Run 1, the metal 1 layer:
Supply wires on this layer in gray.
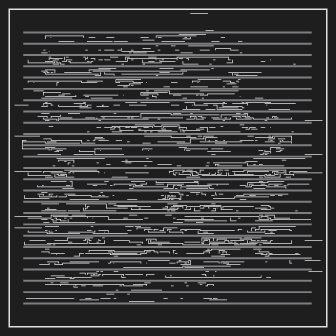
Run 1, the metal 2 layer:
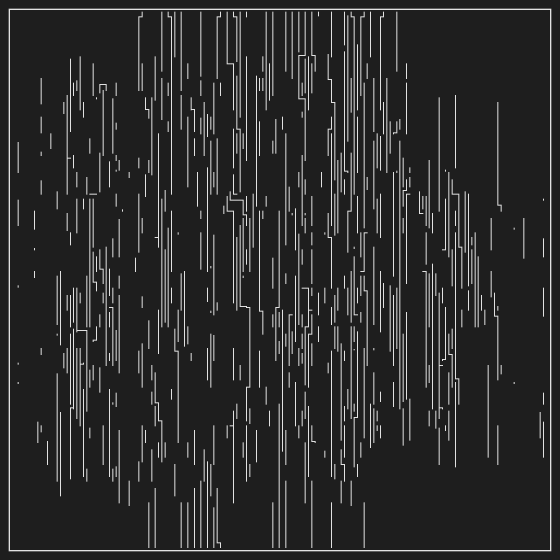
Run 1, signal wires on met3:
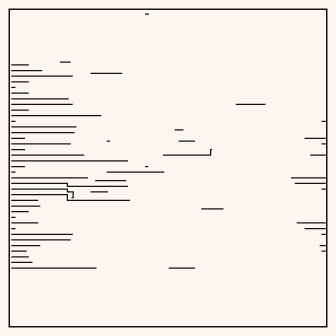
Run 1, clock routing:
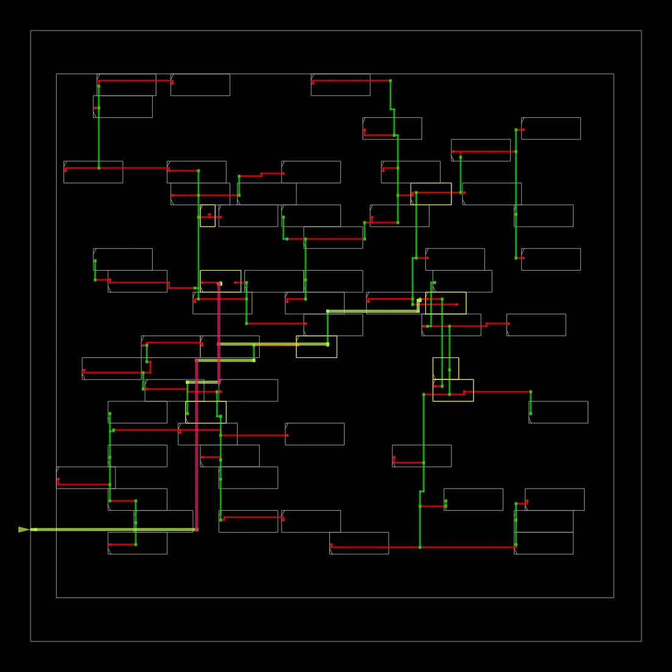
[config.mk]
export PLATFORM = sky130hd
export DESIGN_NAME = regdump_reader_flat
export DESIGN_NICKNAME = d
export VERILOG_FILES = /design/src/rtl/regdump_reader_pkg.sv /design/src/rtl/regdump_reader_if.sv /design/src/rtl/regdump_reader.sv /design/src/flat_wrapper.sv
export SDC_FILE = /design/constraint.sdc
export NUM_CORES = 1
export LEC_CHECK = 0
export ABC_AREA = 1
export CAP_MARGIN = 20
export CORE_MARGIN = 3
export CORE_UTILIZATION = 47
export DETAILED_ROUTE_END_ITERATION = 10
export PLACE_DENSITY = 0.86
export SYNTH_ARGS = -nofsm -noshare
export SYNTH_HDL_FRONTEND = slang
export SYNTH_SLANG_ARGS = --single-unit
[constraint.sdc]
create_clock -name clk -period 2.7 [get_ports clk]
set_input_delay 0.405 -clock clk [delete_from_list [all_inputs] [get_ports clk]]
set_output_delay 0.405 -clock clk [all_outputs]
set_load 0.01 [all_outputs]
[src/rtl/regdump_reader_pkg.sv]
// Shared definitions for the register-file debug dump reader: FSM encoding,
// default geometry and the named registers with non-zero reset values.
package regdump_reader_pkg;

  localparam int unsigned NREGS_DEF  = 32;
  localparam int unsigned ADDR_W_DEF = 5;
  localparam int unsigned DATA_W_DEF = 32;

  localparam int unsigned REG_GP = 28;
  localparam int unsigned REG_SP = 29;
  localparam int unsigned REG_RA = 31;

  localparam logic [31:0] GP_RESET = 32'h1000_8000;
  localparam logic [31:0] SP_RESET = 32'h7fff_effc;

  typedef enum logic [2:0] {
    S_IDLE,
    S_ISSUE,
    S_LATCH,
    S_CAPT,
    S_SEND
  } state_t;

endpackage

[src/rtl/regdump_reader_if.sv]
// Valid/ready word stream carrying one dumped register (value, index, last flag).
interface regdump_reader_if
  import regdump_reader_pkg::*;
#(
  parameter int unsigned ADDR_W = ADDR_W_DEF,
  parameter int unsigned DATA_W = DATA_W_DEF
);

  logic [DATA_W-1:0] out_data;
  logic [ADDR_W-1:0] out_idx;
  logic              out_valid;
  logic              out_ready;
  logic              out_last;

  modport master (
    output out_data,
    output out_idx,
    output out_valid,
    output out_last,
    input  out_ready
  );

  modport slave (
    input  out_data,
    input  out_idx,
    input  out_valid,
    input  out_last,
    output out_ready
  );

endinterface

[src/rtl/regdump_reader.sv]
// Walks the register file debug port (address + read strobe) over one register
// or the whole set and streams each captured word out on a valid/ready link.
module regdump_reader
  import regdump_reader_pkg::*;
#(
  parameter int unsigned NREGS  = NREGS_DEF,
  parameter int unsigned ADDR_W = ADDR_W_DEF,
  parameter int unsigned DATA_W = DATA_W_DEF
) (
  input  logic              clk,
  input  logic              res,
  input  logic              start,
  input  logic              single,
  input  logic [ADDR_W-1:0] sel_addr,
  input  logic              abort,
  output logic [ADDR_W-1:0] radd_debug,
  output logic              clk_debug,
  input  logic [DATA_W-1:0] dout_debug,
  regdump_reader_if.master  stream,
  output logic              busy,
  output logic              done
);

  localparam logic [ADDR_W-1:0] LAST_IDX = ADDR_W'(NREGS - 1);

  state_t            state;
  logic [ADDR_W-1:0] cur;
  logic              mode;

  always_ff @(posedge clk) begin
    if (!res) begin
      state            <= S_IDLE;
      cur              <= '0;
      mode             <= 1'b0;
      radd_debug       <= '0;
      clk_debug        <= 1'b0;
      stream.out_data  <= '0;
      stream.out_idx   <= '0;
      stream.out_valid <= 1'b0;
      stream.out_last  <= 1'b0;
      busy             <= 1'b0;
      done             <= 1'b0;
    end else begin
      done <= 1'b0;
      // Abort wins over any in-flight step, including a pending handshake.
      if (abort && (state != S_IDLE)) begin
        state            <= S_IDLE;
        clk_debug        <= 1'b0;
        stream.out_valid <= 1'b0;
        busy             <= 1'b0;
      end else begin
        case (state)
          S_IDLE: begin
            if (start && !abort) begin
              cur   <= single ? sel_addr : '0;
              mode  <= single;
              busy  <= 1'b1;
              state <= S_ISSUE;
            end
          end
          S_ISSUE: begin
            radd_debug <= cur;
            clk_debug  <= 1'b1;
            state      <= S_LATCH;
          end
          S_LATCH: begin
            // Register file updates dout_debug on this falling strobe edge.
            clk_debug <= 1'b0;
            state     <= S_CAPT;
          end
          S_CAPT: begin
            stream.out_data  <= dout_debug;
            stream.out_idx   <= cur;
            stream.out_last  <= mode || (cur == LAST_IDX);
            stream.out_valid <= 1'b1;
            state            <= S_SEND;
          end
          S_SEND: begin
            if (stream.out_valid && stream.out_ready) begin
              stream.out_valid <= 1'b0;
              if (stream.out_last) begin
                busy  <= 1'b0;
                done  <= 1'b1;
                state <= S_IDLE;
              end else begin
                cur   <= cur + ADDR_W'(1);
                state <= S_ISSUE;
              end
            end
          end
          default: state <= S_IDLE;
        endcase
      end
    end
  end

endmodule

[src/flat_wrapper.sv]
// flat-port wrapper written by rule: the top's interface ports become plain ports
module regdump_reader_flat import regdump_reader_pkg::*;
#(
  parameter int unsigned NREGS  = NREGS_DEF,
  parameter int unsigned ADDR_W = ADDR_W_DEF,
  parameter int unsigned DATA_W = DATA_W_DEF
)
  (clk, res, start, single, sel_addr, abort, radd_debug, clk_debug, dout_debug, busy, done, stream_out_data, stream_out_idx, stream_out_valid, stream_out_last, stream_out_ready);
  regdump_reader_if #(.ADDR_W(ADDR_W), .DATA_W(DATA_W)) stream_i ();
  input  logic clk;
  input  logic res;
  input  logic start;
  input  logic single;
  input  logic [ADDR_W-1:0] sel_addr;
  input  logic abort;
  output logic [ADDR_W-1:0] radd_debug;
  output logic clk_debug;
  input  logic [DATA_W-1:0] dout_debug;
  output logic busy;
  output logic done;
  output wire logic [$bits(stream_i.out_data)-1:0] stream_out_data;
  output wire logic [$bits(stream_i.out_idx)-1:0] stream_out_idx;
  output wire logic [$bits(stream_i.out_valid)-1:0] stream_out_valid;
  output wire logic [$bits(stream_i.out_last)-1:0] stream_out_last;
  input wire logic [$bits(stream_i.out_ready)-1:0] stream_out_ready;
  assign stream_out_data = stream_i.out_data;
  assign stream_out_idx = stream_i.out_idx;
  assign stream_out_valid = stream_i.out_valid;
  assign stream_out_last = stream_i.out_last;
  assign stream_i.out_ready = stream_out_ready;
  regdump_reader #(.NREGS(NREGS), .ADDR_W(ADDR_W), .DATA_W(DATA_W)) u_core (.clk(clk), .res(res), .start(start), .single(single), .sel_addr(sel_addr), .abort(abort), .radd_debug(radd_debug), .clk_debug(clk_debug), .dout_debug(dout_debug), .stream(stream_i), .busy(busy), .done(done));
endmodule
==> run notes, run 1 <==
run results: Biggest register=u_core.stream.out_data, Hold Slack=0.4540 ns, vias in the first global route=1999, Critical Path End Type=output port, Global Route Usage Sum=0.1936, Clk pin slew, worst setup/hold paths=0.09 ns, Hold Path Depth=2, status=finished, final reports clean, Buf/Inv on CP=1, R2R Path End=u_core.stream.out_data[12], Ant. Diodes=0, Met2 Wirelength=2692 µm, Lkg Pwr=1.404 nW, Top-area cell share=0.4851, first drt pass iteration count=4, Crit path required time=2.30 ns, port bufs=89, residual DRC count=0, GRT overflow=0, crit share post-route=0.6417, Top logic family=simple AND/OR/NAND/NOR gates, global placer's final weighted congestion=0.8496
Back to the opening pictures, 'the metal 1 layer':
The longest straight run is 23.0 µm. 376 nets have wire on it. The wires run mostly horizontal.
drt total wl: 5602 µm
DR vias: 2168
M1 GR Usage: 0.2242

Back to the opening pictures, 'the metal 2 layer':
The layer carries 2690 µm of wire. The longest straight run is 37.7 µm. 342 nets have wire on it. The layer holds 48% of the routed length.
GR met2 Demand/Resource: 0.3307

Back to the opening pictures, 'signal wires on met3':
The layer carries 484 µm of wire. The longest straight run is 27.8 µm. The layer holds 8.6% of the routed length.
met3 Use GR: 0.08274

Back to the opening pictures, 'clock routing':
Late-Pin Clk Latency: 0.30 ns
flip-flops: 56
clkbuf count: 6
clock sinks: 56

Run 1, wiring heat map:
Bar = 20 µm. The die is cut into 15 by 15 equal tiles; dark purple is low, yellow is high, scaled to the fullest tile. Values are wire area over tile area, all layers added.
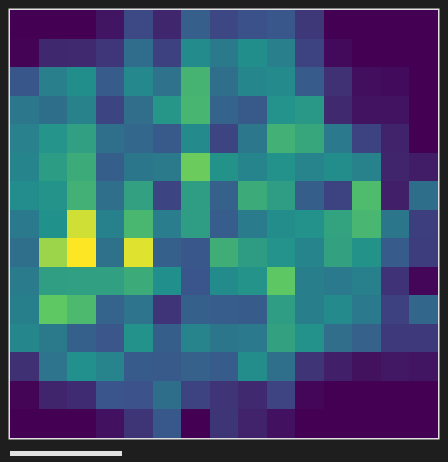

## Run 2: what changed since run 1
--- a/config.mk
+++ b/config.mk
@@ -8,9 +8,9 @@
 export ABC_AREA = 1
 export CAP_MARGIN = 20
 export CORE_MARGIN = 3
-export CORE_UTILIZATION = 47
+export CORE_UTILIZATION = 39
 export DETAILED_ROUTE_END_ITERATION = 10
-export PLACE_DENSITY = 0.86
+export PLACE_DENSITY = 0.77
 export SYNTH_ARGS = -nofsm -noshare
 export SYNTH_HDL_FRONTEND = slang
 export SYNTH_SLANG_ARGS = --single-unit
==> constraint.sdc (replaced) <==
create_clock -name clk -period 1.4 [get_ports clk]
set_input_delay 0.21 -clock clk [delete_from_list [all_inputs] [get_ports clk]]
set_output_delay 0.21 -clock clk [all_outputs]
set_load 0.01 [all_outputs]
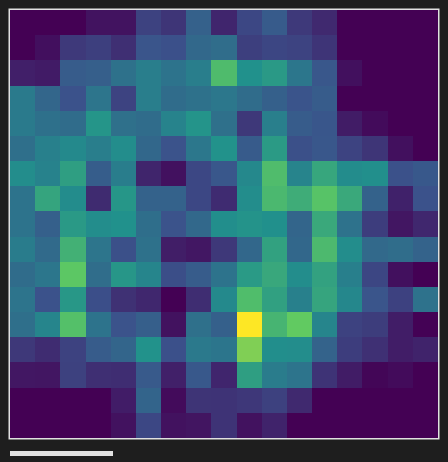
Run 2: wiring heat map
Bar = 20 µm. The die is cut into 17 by 17 equal tiles; dark purple is low, yellow is high, scaled to the fullest tile. Values are wire area over tile area, all layers added.
The mean over all tiles is 0.14. The densest ninth of the die: left middle. The fullest tile reaches 0.52.
Routed wire per std cell: 12.89 µm
DR vias: 2251

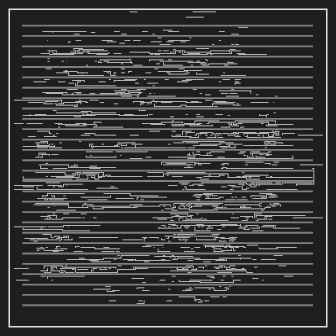
Run 2: the metal 1 layer
Supply wires on this layer in gray.
The longest straight run is 27.6 µm. The wires run mostly horizontal. The layer carries 2580 µm of wire. The layer holds 43% of the routed length. 391 nets have wire on it.
drt total wl: 6058 µm
M1 GR Usage: 0.2064

==> run notes, run 2 <==
run results: Synth top cell by count=nor2_1 (unchanged), Seq power=1.78 mW (was 923 µW), Global Route Usage Sum=0.1720 (was 0.1936), GRT overflow=0 (unchanged), clkbuf count=8 (was 6), Late-Pin Clk Latency=0.30 ns (about the same), worst path arrival time=1.15 ns (was 1.33 ns), status=finished, final reports clean (unchanged), Tool Warnings=27 (was 26), Leading cell kind=flip-flops and latches (unchanged), met3 Use GR=0.06845 (was 0.08274), Top-area cell share=0.4851 (unchanged), # Cells Yosys=295 (unchanged), Core Util, Final=0.6214 (was 0.7268), Non-clock buffers=108 (was 92), Die Ht=82.98 µm (was 76.12 µm), vias in the first global route=2180 (was 1999), Top logic family=simple AND/OR/NAND/NOR gates (unchanged), initial drt markers=187 (was 135), Setup crit end=done (was stream_out_last), clock sinks=56 (unchanged), post-synthesis simple-gate area fraction=0.2913 (unchanged), Adder Area Share=0.01083 (unchanged), port bufs=89 (unchanged), antenna-violating nets left=0 (unchanged), Crit path required time=1.19 ns (was 2.30 ns), Met2 Wirelength=2952 µm (was 2692 µm), Lkg Pwr=1.959 nW (was 1.404 nW), flip-flops=56 (unchanged), first-pass GRT wire length=9970 µm (was 9328 µm), crit share post-route=0.9742, R2R Path End=u_core.cur[4] (was u_core.stream.out_data[12]), Buf/Inv on CP=1 (unchanged), Clk pin slew, worst setup/hold paths=0.10 ns (was 0.09 ns), Biggest register=u_core.stream.out_data (unchanged), residual DRC count=0 (unchanged), Hold Path Depth=2 (unchanged), hold path startpoint=u_core.busy (was u_core.mode), Place WS=-0.2031 ns (was 0.7614 ns), Reg area=0.001130 mm² (was 0.001121 mm²), flip-flop count of the largest register after layout=32 (unchanged), Tapcells=72 (was 65), Critical Path End Type=output port (unchanged), combinational power share=0.215 (was 0.196), global placer's final weighted congestion=0.8268 (was 0.8496), leading area contributor after synthesis=dfxtp_1 (unchanged), first drt pass iteration count=4 (unchanged), Clock Path Buffers=2 (unchanged), Hold Slack=0.4551 ns (was 0.4540 ns), Ant. Diodes=0 (unchanged)
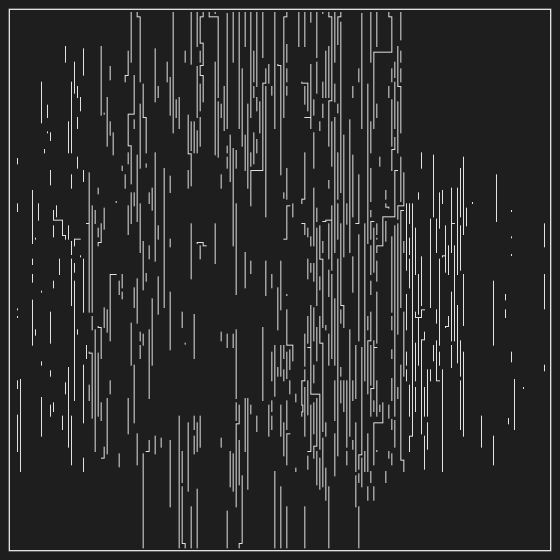
Run 2: the metal 2 layer
The layer carries 2950 µm of wire. The longest straight run is 35.7 µm. The layer holds 49% of the routed length.
GR met2 Demand/Resource: 0.2850

Power is estimated from default activity; no workload was simulated.
